File: src/rtl/seg_display_arbiter.sv
// seg_display_arbiter
// Round-robin arbiter that shares one 7-segment digit between two requesters.
// A grant is held for at least HOLD_CYCLES cycles so the digit does not flicker.
// The granted requester's 4-bit value is hex-decoded onto the active-low segments.
`timescale 1ns/1ps
module seg_display_arbiter #(
  parameter int HOLD_CYCLES = 12_500_000
) (
  input  logic       i_Clk,
  input  logic       i_Rst_L,
  input  logic       i_Req_0,
  input  logic [3:0] i_Data_0,
  input  logic       i_Req_1,
  input  logic [3:0] i_Data_1,
  output logic       o_Grant_0,
  output logic       o_Grant_1,
  output logic       o_Busy,
  output logic       o_Segment1_A,
  output logic       o_Segment1_B,
  output logic       o_Segment1_C,
  output logic       o_Segment1_D,
  output logic       o_Segment1_E,
  output logic       o_Segment1_F,
  output logic       o_Segment1_G
);

  // Counter is at least one bit wide so HOLD_CYCLES=1 still elaborates.
  localparam int CW = (HOLD_CYCLES > 1) ? $clog2(HOLD_CYCLES) : 1;
  localparam logic [CW-1:0] HOLD_MAX = CW'(HOLD_CYCLES - 1);

  typedef enum logic [1:0] {
    IDLE = 2'd0,
    OWN0 = 2'd1,
    OWN1 = 2'd2
  } state_t;

  // Hex digit to segment pattern, bit order GFEDCBA, active high.
  function automatic logic [6:0] hex_to_seg(input logic [3:0] v);
    logic [6:0] p;
    case (v)
      4'h0:    p = 7'b0111111;
      4'h1:    p = 7'b0000110;
      4'h2:    p = 7'b1011011;
      4'h3:    p = 7'b1001111;
      4'h4:    p = 7'b1100110;
      4'h5:    p = 7'b1101101;
      4'h6:    p = 7'b1111101;
      4'h7:    p = 7'b0000111;
      4'h8:    p = 7'b1111111;
      4'h9:    p = 7'b1101111;
      4'hA:    p = 7'b1110111;
      4'hB:    p = 7'b1111100;
      4'hC:    p = 7'b0111001;
      4'hD:    p = 7'b1011110;
      4'hE:    p = 7'b1111001;
      4'hF:    p = 7'b1110001;
      default: p = 7'b0000000;
    endcase
    return p;
  endfunction

  state_t          r_state;
  logic            r_ptr;      // 1: requester 1 is favoured on a tie
  logic [CW-1:0]   r_hold;
  logic [3:0]      r_value;

  state_t          w_next_state;
  logic            w_grant;    // a new owner is selected this edge
  logic            w_grant_to; // which requester receives that grant
  logic            w_hold_exp;
  logic [CW-1:0]   w_next_hold;
  logic [3:0]      w_next_value;
  logic            w_next_ptr;
  logic            w_busy;
  logic [6:0]      w_seg_n;

  // Next-state selection: arbitration from IDLE and handoff/release after hold expiry.
  always_comb begin
    w_next_state = r_state;
    w_grant      = 1'b0;
    w_grant_to   = 1'b0;
    w_hold_exp   = (r_hold == HOLD_MAX);
    case (r_state)
      IDLE: begin
        if (i_Req_0 && (!i_Req_1 || !r_ptr)) begin
          w_grant    = 1'b1;
          w_grant_to = 1'b0;
        end else if (i_Req_1) begin
          w_grant    = 1'b1;
          w_grant_to = 1'b1;
        end else begin
          w_grant    = 1'b0;
        end
      end
      OWN0: begin
        if (w_hold_exp && i_Req_1) begin
          w_grant    = 1'b1;
          w_grant_to = 1'b1;
        end else if (w_hold_exp && !i_Req_0) begin
          w_next_state = IDLE;
        end else begin
          w_next_state = OWN0;
        end
      end
      OWN1: begin
        if (w_hold_exp && i_Req_0) begin
          w_grant    = 1'b1;
          w_grant_to = 1'b0;
        end else if (w_hold_exp && !i_Req_1) begin
          w_next_state = IDLE;
        end else begin
          w_next_state = OWN1;
        end
      end
      default: begin
        w_next_state = IDLE;
      end
    endcase
    if (w_grant) begin
      w_next_state = w_grant_to ? OWN1 : OWN0;
    end else begin
      w_next_state = w_next_state;
    end
  end

  // Next values for the value latch, hold counter and round-robin pointer.
  always_comb begin
    w_next_value = r_value;
    w_next_hold  = r_hold;
    w_next_ptr   = r_ptr;
    if (w_grant) begin
      w_next_value = w_grant_to ? i_Data_1 : i_Data_0;
      w_next_hold  = {CW{1'b0}};
      w_next_ptr   = ~w_grant_to;
    end else if (w_next_state != IDLE) begin
      if ((r_state == OWN0) && i_Req_0) begin
        w_next_value = i_Data_0;
      end else if ((r_state == OWN1) && i_Req_1) begin
        w_next_value = i_Data_1;
      end else begin
        w_next_value = r_value;
      end
      w_next_hold = w_hold_exp ? r_hold : (r_hold + {{(CW-1){1'b0}}, 1'b1});
    end else begin
      w_next_hold = {CW{1'b0}};
    end
  end

  // State, counter, value and pointer registers.
  always_ff @(posedge i_Clk or negedge i_Rst_L) begin
    if (!i_Rst_L) begin
      r_state <= IDLE;
      r_hold  <= {CW{1'b0}};
      r_value <= 4'h0;
      r_ptr   <= 1'b0;
    end else begin
      r_state <= w_next_state;
      r_hold  <= w_next_hold;
      r_value <= w_next_value;
      r_ptr   <= w_next_ptr;
    end
  end

  // Outputs decoded only from registered state and value; blank when idle.
  assign o_Grant_0 = (r_state == OWN0);
  assign o_Grant_1 = (r_state == OWN1);
  assign w_busy    = o_Grant_0 | o_Grant_1;
  assign o_Busy    = w_busy;
  assign w_seg_n   = w_busy ? ~hex_to_seg(r_value) : 7'b1111111;

  assign o_Segment1_A = w_seg_n[0];
  assign o_Segment1_B = w_seg_n[1];
  assign o_Segment1_C = w_seg_n[2];
  assign o_Segment1_D = w_seg_n[3];
  assign o_Segment1_E = w_seg_n[4];
  assign o_Segment1_F = w_seg_n[5];
  assign o_Segment1_G = w_seg_n[6];

endmodule

File: config.mk
export PLATFORM = sky130hd
export DESIGN_NAME = seg_display_arbiter
export DESIGN_NICKNAME = d
export VERILOG_FILES = /design/src/rtl/seg_display_arbiter.sv
export SDC_FILE = /design/constraint.sdc
export NUM_CORES = 1
export LEC_CHECK = 0
export ABC_AREA = 1
export CELL_PAD_IN_SITES_DETAIL_PLACEMENT = 0
export CELL_PAD_IN_SITES_GLOBAL_PLACEMENT = 1
export CORE_MARGIN = 2
export CORE_UTILIZATION = 39
export CTS_CLUSTER_DIAMETER = 120
export DETAILED_ROUTE_END_ITERATION = 12
export PLACE_DENSITY = 0.85
export SETUP_SLACK_MARGIN = 0.1
export SLEW_MARGIN = 20
export SYNTH_ARGS = -nofsm -noshare
export SYNTH_HDL_FRONTEND = slang
export SYNTH_SLANG_ARGS = --single-unit
export TNS_END_PERCENT = 100
File: constraint.sdc
create_clock -name i_Clk -period 1.9 [get_ports i_Clk]
set_input_delay 0.19 -clock i_Clk [delete_from_list [all_inputs] [get_ports i_Clk]]
set_output_delay 0.19 -clock i_Clk [all_outputs]
set_load 0.005 [all_outputs]
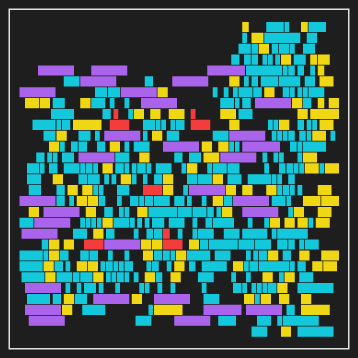
(run_1/class_map.png)
(4 px per um)
Cyan is remaining logic cells, cells 293. Red is clock drivers and dummy loads, cells 8. Yellow is remaining buffers and delay cells, cells 105. Purple is registers, cells 31.
fin area: 3840 um2
Rows: 29

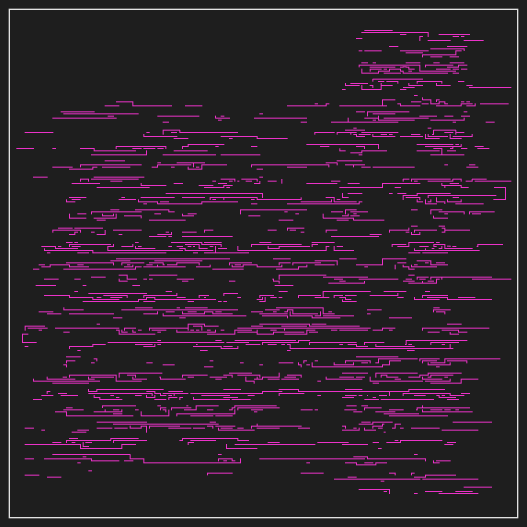
(run_1/m1.png)
(6 px per um)
The layer carries 3040 um of wire. The wires run mostly horizontal.
M1 GR Usage: 25.4%
final wirelength: 6960 um
via count: 2562

==> impl_metrics.yaml, run 1 <==
# flow metrics
yosys:
  common_cells: "nand2_1 (90), dfrtp_1 (31), inv_1 (31), nor2_1 (31), nand3_1 (15)"
  ys_sh_xor_pct: 5.55
  synth.cell_area_um2: 2530
  area_leaders: "dfrtp_1 (31%), nand2_1 (13%), ha_1 (5.0%)"
  yosys_cells: 327
  top_area_share_pct: 30.7
  synth.most_common_cell: "nand2_1"
  ys_warn_count: 0
  mux_share_pct: 0
  ys_sh_adder_pct: 4.95
  syn_nets: 349
  syn_area_per_cell_um2: 7.73
  syn_inst: 327
  synth_flops: 31
layout:
  largest_reg_flops: 24
  final_util_pct: 60.8
  seq_cells: 31
  combGateArea_um2: 1850
  buffers: 105
  seq_share_pct: 20.3
  largest_class: "multi-input combinational cells"
  layout_top_cells: "nand2_1 (78), buf_4 (77), dfrtp_1 (28), inv_1 (25), nor2_1 (23)"
  regArea_um2: 779
  reg_top3: "r_hold (24), r_value (4), r_state (2)"
  n_all_inverters: 34
  drive_gt1_share_pct: 43.9
route:
  via_per_inst: 4.98
  routedWlPerCell_um: 13.5
  drc_errors: 0
  highest_layer: "met4"
  met2_length_um: 3550
  ant_nets: 0
clock_tree:
  cts.htree.levels: 2
  cts_resized: 48
  cts_tree: "done"
  cts_root_buf: "clkbuf_8"
  cts-buffers-inserted: 5
  post_cts_buffers: 8
sta:
  hold_viol: 0
  min_period_ns: 2.01
  max_slew_margin_pct: 72.1
  fin_ws_ns: -0.112
  setup_tns_ns: -2.07
  setup_viol: 28
die:
  io_pins: 22
  die_x_um: 84.5
  die_y_um: 84.5
outcome:
  status: "complete, but fails checks"
  violations: "setup timing"
pwr:
  switchingPower_mw: 2.29
  power-per-cell-area_nw_per_um2: 1290
  pg_comb_mw: 3.55
  maxPowerGroup: "combinational cells"
placed_design:
  dp_hpwl_um: 5030
  placed_area_um2: 3360
  place_ws_ns: -0.126
  port_buffers: 21
setup_path:
  rr_worst_depth: 12
  r2r-start: "r_hold[1]"
  worstSetupPathType: "flop to flop"
  crit_family: "simple AND/OR/NAND/NOR gates"
  max_stage_delay_ns: 0.37
  cp_cell_sequence: "ha_2 -> nand2_2 -> nor2_4 -> nand2_4 -> nor2_8 -> nand4_4 -> nand2_4 -> nand3b_4 -> nand3_4 -> buf_6 -> nand3_2 -> nand2_2"
grt:
  overflow: 0
  grt_pass1_wl_um: 11900
  grt_use_met3_pct: 3.34
  grt_busiest_layer: "met2"
min_path:
  hp-class: "input pin to async pin"
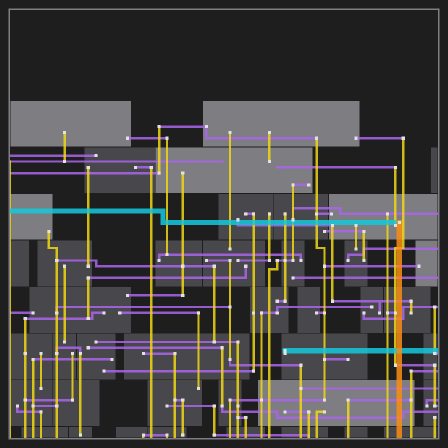
(run_1/closeup.png)
Region (9, 51) to (34, 76) um. Cells in grey, sequential cells in the stronger grey; small squares are vias.
Orange is M4. Cyan is M3. Yellow is M2. Purple is M1.
Most frequent: nand2_1 (5), dfrtp_1 (5). 27 logic cells have their middle in the window. Netlist names of flops here include `r_hold` (5). Sequential cells in the window: 5.

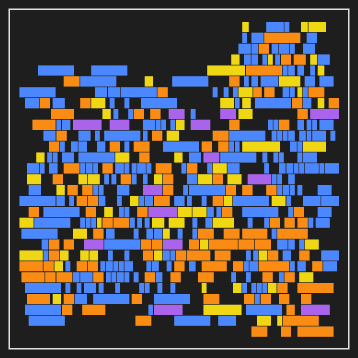
(run_1/sizing.png)
(4 px per um)
Purple is x6 and larger, cells 14, share 3.2%. Blue is x1 and smaller, cells 245, share 56%. Orange is x3 and x4, cells 115, share 26%. Yellow is x2, cells 63, share 14%.

==> run 2: changes to the inputs <==
--- a/config.mk
+++ b/config.mk
@@ -6,12 +6,13 @@
 export NUM_CORES = 1
 export LEC_CHECK = 0
 export ABC_AREA = 1
-export CELL_PAD_IN_SITES_DETAIL_PLACEMENT = 0
+export CELL_PAD_IN_SITES_DETAIL_PLACEMENT = 1
 export CELL_PAD_IN_SITES_GLOBAL_PLACEMENT = 1
 export CORE_MARGIN = 2
 export CORE_UTILIZATION = 39
 export CTS_CLUSTER_DIAMETER = 120
 export DETAILED_ROUTE_END_ITERATION = 12
+export GPL_TIMING_DRIVEN = 0
 export PLACE_DENSITY = 0.85
 export SETUP_SLACK_MARGIN = 0.1
 export SLEW_MARGIN = 20
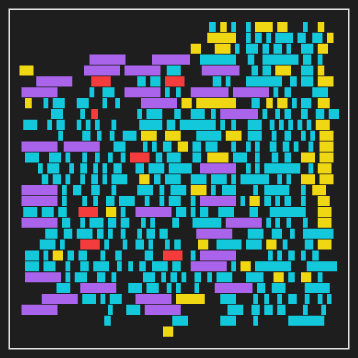
(run_2/class_map.png)
(4 px per um)
Red is clock drivers and dummy loads, cells 7. Cyan is remaining logic cells, cells 292. Yellow is remaining buffers and delay cells, cells 49. Purple is registers, cells 31.
fin util: 54.2%
fin area: 3420 um2
sequential cell area share: 22.9%

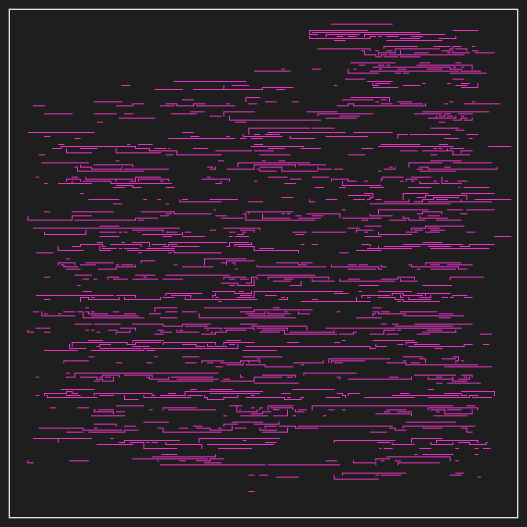
(run_2/m1.png)
(6 px per um)
The layer carries 3310 um of wire. 358 nets have wire on it.
final wirelength: 7650 um
via count: 2444
M1 GR Usage: 24.9%

==> run 2 against run 1 <==
Net effect:
- the run still ends with setup timing left
- first-iteration DRC count decreased by 23%
- clock skew rose by 0.0011 ns
- final cell count shrank 11%
- die size is the same
- via count shrank 4.6%
- utilization down 6.6 points
- combinational power fell by 3%
- sequential share of layout area grew 2.6 points
- critical path type unchanged
==> impl_metrics.yaml, run 2 <==
# flow metrics
outcome:
  status: "complete, but fails checks"
  violations: "setup timing"
placed_design:
  port_buffers: 21
  dp_hpwl_um: 4960
  placed_area_um2: 2840
  place_ws_ns: -0.364
layout:
  layout_top_cells: "nand2_1 (79), dfrtp_1 (26), inv_1 (22), nor2_1 (22), buf_4 (16)"
  largest_class: "multi-input combinational cells"
  drive_gt1_share_pct: 36.1
  seq_cells: 31
  n_all_inverters: 34
  lay_top_count: "nand2_1"
  antenna-diode-count: 0
  regArea_um2: 782
  buffers: 49
  combGateArea_um2: 1840
  reg_top3: "r_hold (24), r_value (4), r_state (2)"
pwr:
  pg_comb_mw: 3.44
  switchingPower_mw: 2.29
  maxPowerGroup: "combinational cells"
die:
  die_y_um: 84.5
  io_pins: 22
  die_x_um: 84.5
  rows: 29
  fp.coreArea_um2: 6310
yosys:
  synth_flops: 31
  syn_nets: 349
  top_area_share_pct: 30.7
  area_leaders: "dfrtp_1 (31%), nand2_1 (13%), ha_1 (5.0%)"
  syn_inst: 327
  yosys_cells: 327
  mux_share_pct: 0
  ys_sh_xor_pct: 5.55
  syn_area_per_cell_um2: 7.73
  synth.cell_area_um2: 2530
  ys_sh_adder_pct: 4.95
clock_tree:
  post_cts_buffers: 13
  cts_root_buf: "clkbuf_8"
  cts-buffers-inserted: 5
  cts.htree.levels: 2
  cts_tree: "done"
setup_path:
  max_stage_delay_ns: 0.42
  crit_family: "simple AND/OR/NAND/NOR gates"
  cp_cell_sequence: "buf_4 -> nand3_1 -> nor3_2 -> inv_2 -> nor2_4 -> nand2_1 -> nor2_4 -> nand4_1 -> nor2_1 -> xnor2_1 -> nor2_1"
  r2r-start: "r_hold[1]"
  rr_worst_depth: 11
  worstSetupPathType: "flop to flop"
grt:
  grt_busiest_layer: "met2"
  grt_use_met3_pct: 3.54
  overflow: 0
  grt_pass1_wl_um: 12300
sta:
  min_period_ns: 2.12
  setup_viol: 29
  setup_tns_ns: -5.26
  fin_ws_ns: -0.220
  max_slew_margin_pct: 52.6
  hold_viol: 0
route:
  highest_layer: "met4"
  ant_nets: 0
  drc_errors: 0
min_path:
  hp-class: "input pin to async pin"
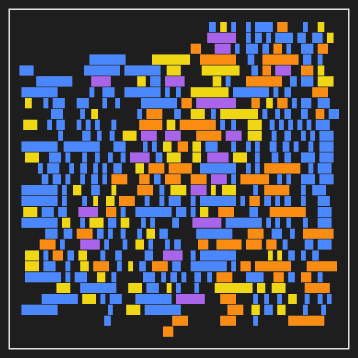
(run_2/sizing.png)
(4 px per um)
Yellow is x2, cells 61, share 16%. Blue is x1 and smaller, cells 242, share 64%. Purple is x6 and larger, cells 18, share 4.7%. Orange is x3 and x4, cells 58, share 15%.

==> run 3: changes to the inputs <==
--- a/config.mk
+++ b/config.mk
@@ -6,6 +6,7 @@
 export NUM_CORES = 1
 export LEC_CHECK = 0
 export ABC_AREA = 1
+export ABC_CLOCK_PERIOD_IN_PS = 1900
 export CELL_PAD_IN_SITES_DETAIL_PLACEMENT = 1
 export CELL_PAD_IN_SITES_GLOBAL_PLACEMENT = 1
 export CORE_MARGIN = 2
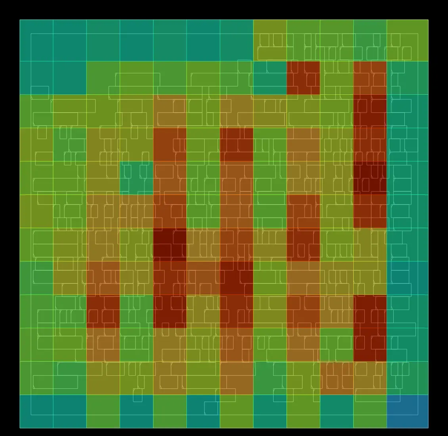
(run_3/congestion_map.png)
GR peak layer: met2
Routed WL per cell: 16.8 um
met3 Usage GRT: 3.54%
Tot GR Track Use: 21.1%
GR met2 Demand/Resource: 39.1%

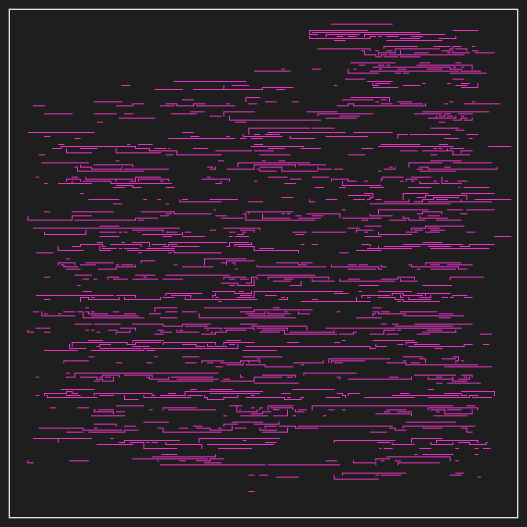
(run_3/m1.png)
(6 px per um)
358 nets have wire on it. The wires run mostly horizontal. The layer carries 3310 um of wire. The longest straight run is 24.4 um.

==> run 3 against run 2 <==
Net effect:
- non-clock buffer count stayed put
- die size stayed put
- critical endpoint unchanged
- setup slack stayed put
- count of clock-buffer cells in the layout stayed put
- the run still ends with setup timing left
- final cell count stayed put
- via count stayed put
- clock power hardly changed
- synthesized area stayed put
- sequential power hardly changed
- largest power group unchanged
==> impl_metrics.yaml, run 3 <==
# flow metrics
sta:
  min_period_ns: 2.12
  setup_tns_ns: -5.26
  hold_viol: 0
  fin_ws_ns: -0.220
  setup_viol: 29
  max_slew_margin_pct: 52.6
yosys:
  synth_flops: 31
  mux_share_pct: 0
  ys_warn_count: 0
  ys_sh_xor_pct: 5.55
  synth.most_common_cell: "nand2_1"
  ff_type: "dfrtp_1"
  top_area_share_pct: 30.7
  yosysTopAreaCell: "dfrtp_1"
  syn_nets: 349
  syn_area_per_cell_um2: 7.73
  ys_sh_adder_pct: 4.95
  ys_sh_aoi_pct: 6.49
  syn_inst: 327
  common_cells: "nand2_1 (90), dfrtp_1 (31), inv_1 (31), nor2_1 (31), nand3_1 (15)"
  area_leaders: "dfrtp_1 (31%), nand2_1 (13%), ha_1 (5.0%)"
  yosys-stat-area_um2: 2530
  synth.cell_area_um2: 2530
  yosys_cells: 327
grt:
  grt_pass1_wl_um: 12300
  grtUsageMet1_pct: 24.9
  overflow: 0
outcome:
  status: "complete, but fails checks"
  violations: "setup timing"
setup_path:
  cp_cell_sequence: "buf_4 -> nand3_1 -> nor3_2 -> inv_2 -> nor2_4 -> nand2_1 -> nor2_4 -> nand4_1 -> nor2_1 -> xnor2_1 -> nor2_1"
  crit_family: "simple AND/OR/NAND/NOR gates"
  rr_worst_depth: 11
  max_stage_delay_ns: 0.42
  worstSetupPathType: "flop to flop"
  slowest_stage: "dfrtp_1"
  r2r-start: "r_hold[1]"
placed_design:
  dp_hpwl_um: 4960
  port_buffers: 21
  placed_area_um2: 2840
  place_ws_ns: -0.364
clock_tree:
  clock_path_buffers: 2
  cts_tree: "done"
  cts_root_buf: "clkbuf_8"
  cts-buffers-inserted: 5
  post_cts_buffers: 13
die:
  rows: 29
  die_y_um: 84.5
  die_x_um: 84.5
  io_pins: 22
  fp.coreArea_um2: 6310
layout:
  filler_cell_count: 772
  regArea_um2: 782
  seq_share_pct: 22.9
  lay_top_count: "nand2_1"
  final_util_pct: 54.2
  drive_gt1_share_pct: 36.1
  n_all_inverters: 34
  antenna-diode-count: 0
  reg_top3: "r_hold (24), r_value (4), r_state (2)"
  layout_top_cells: "nand2_1 (79), dfrtp_1 (26), inv_1 (22), nor2_1 (22), buf_4 (16)"
  buffers: 49
  largest_class: "multi-input combinational cells"
  syn2layout_area_growth_pct: 35.4
  design_area_um2: 3420
  combGateArea_um2: 1840
  clock_tree_area_fraction_pct: 2.56
pwr:
  clkPwrFrac_pct: 10.8
  maxPowerGroup: "combinational cells"
  switchingPower_mw: 2.29
  pg_comb_mw: 3.44
route:
  drt_iter0_markers: 75
  wirelength_um: 7650
  num_vias: 2444
  highest_layer: "met4"
  drc_errors: 0
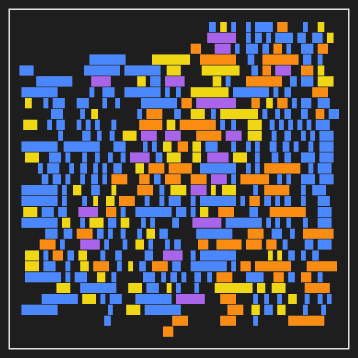
(run_3/sizing.png)
(4 px per um)
Purple is x6 and larger, cells 18, share 4.7%. Yellow is x2, cells 61, share 16%. Blue is x1 and smaller, cells 242, share 64%. Orange is x3 and x4, cells 58, share 15%.

Power and IR drop assume default switching activity.
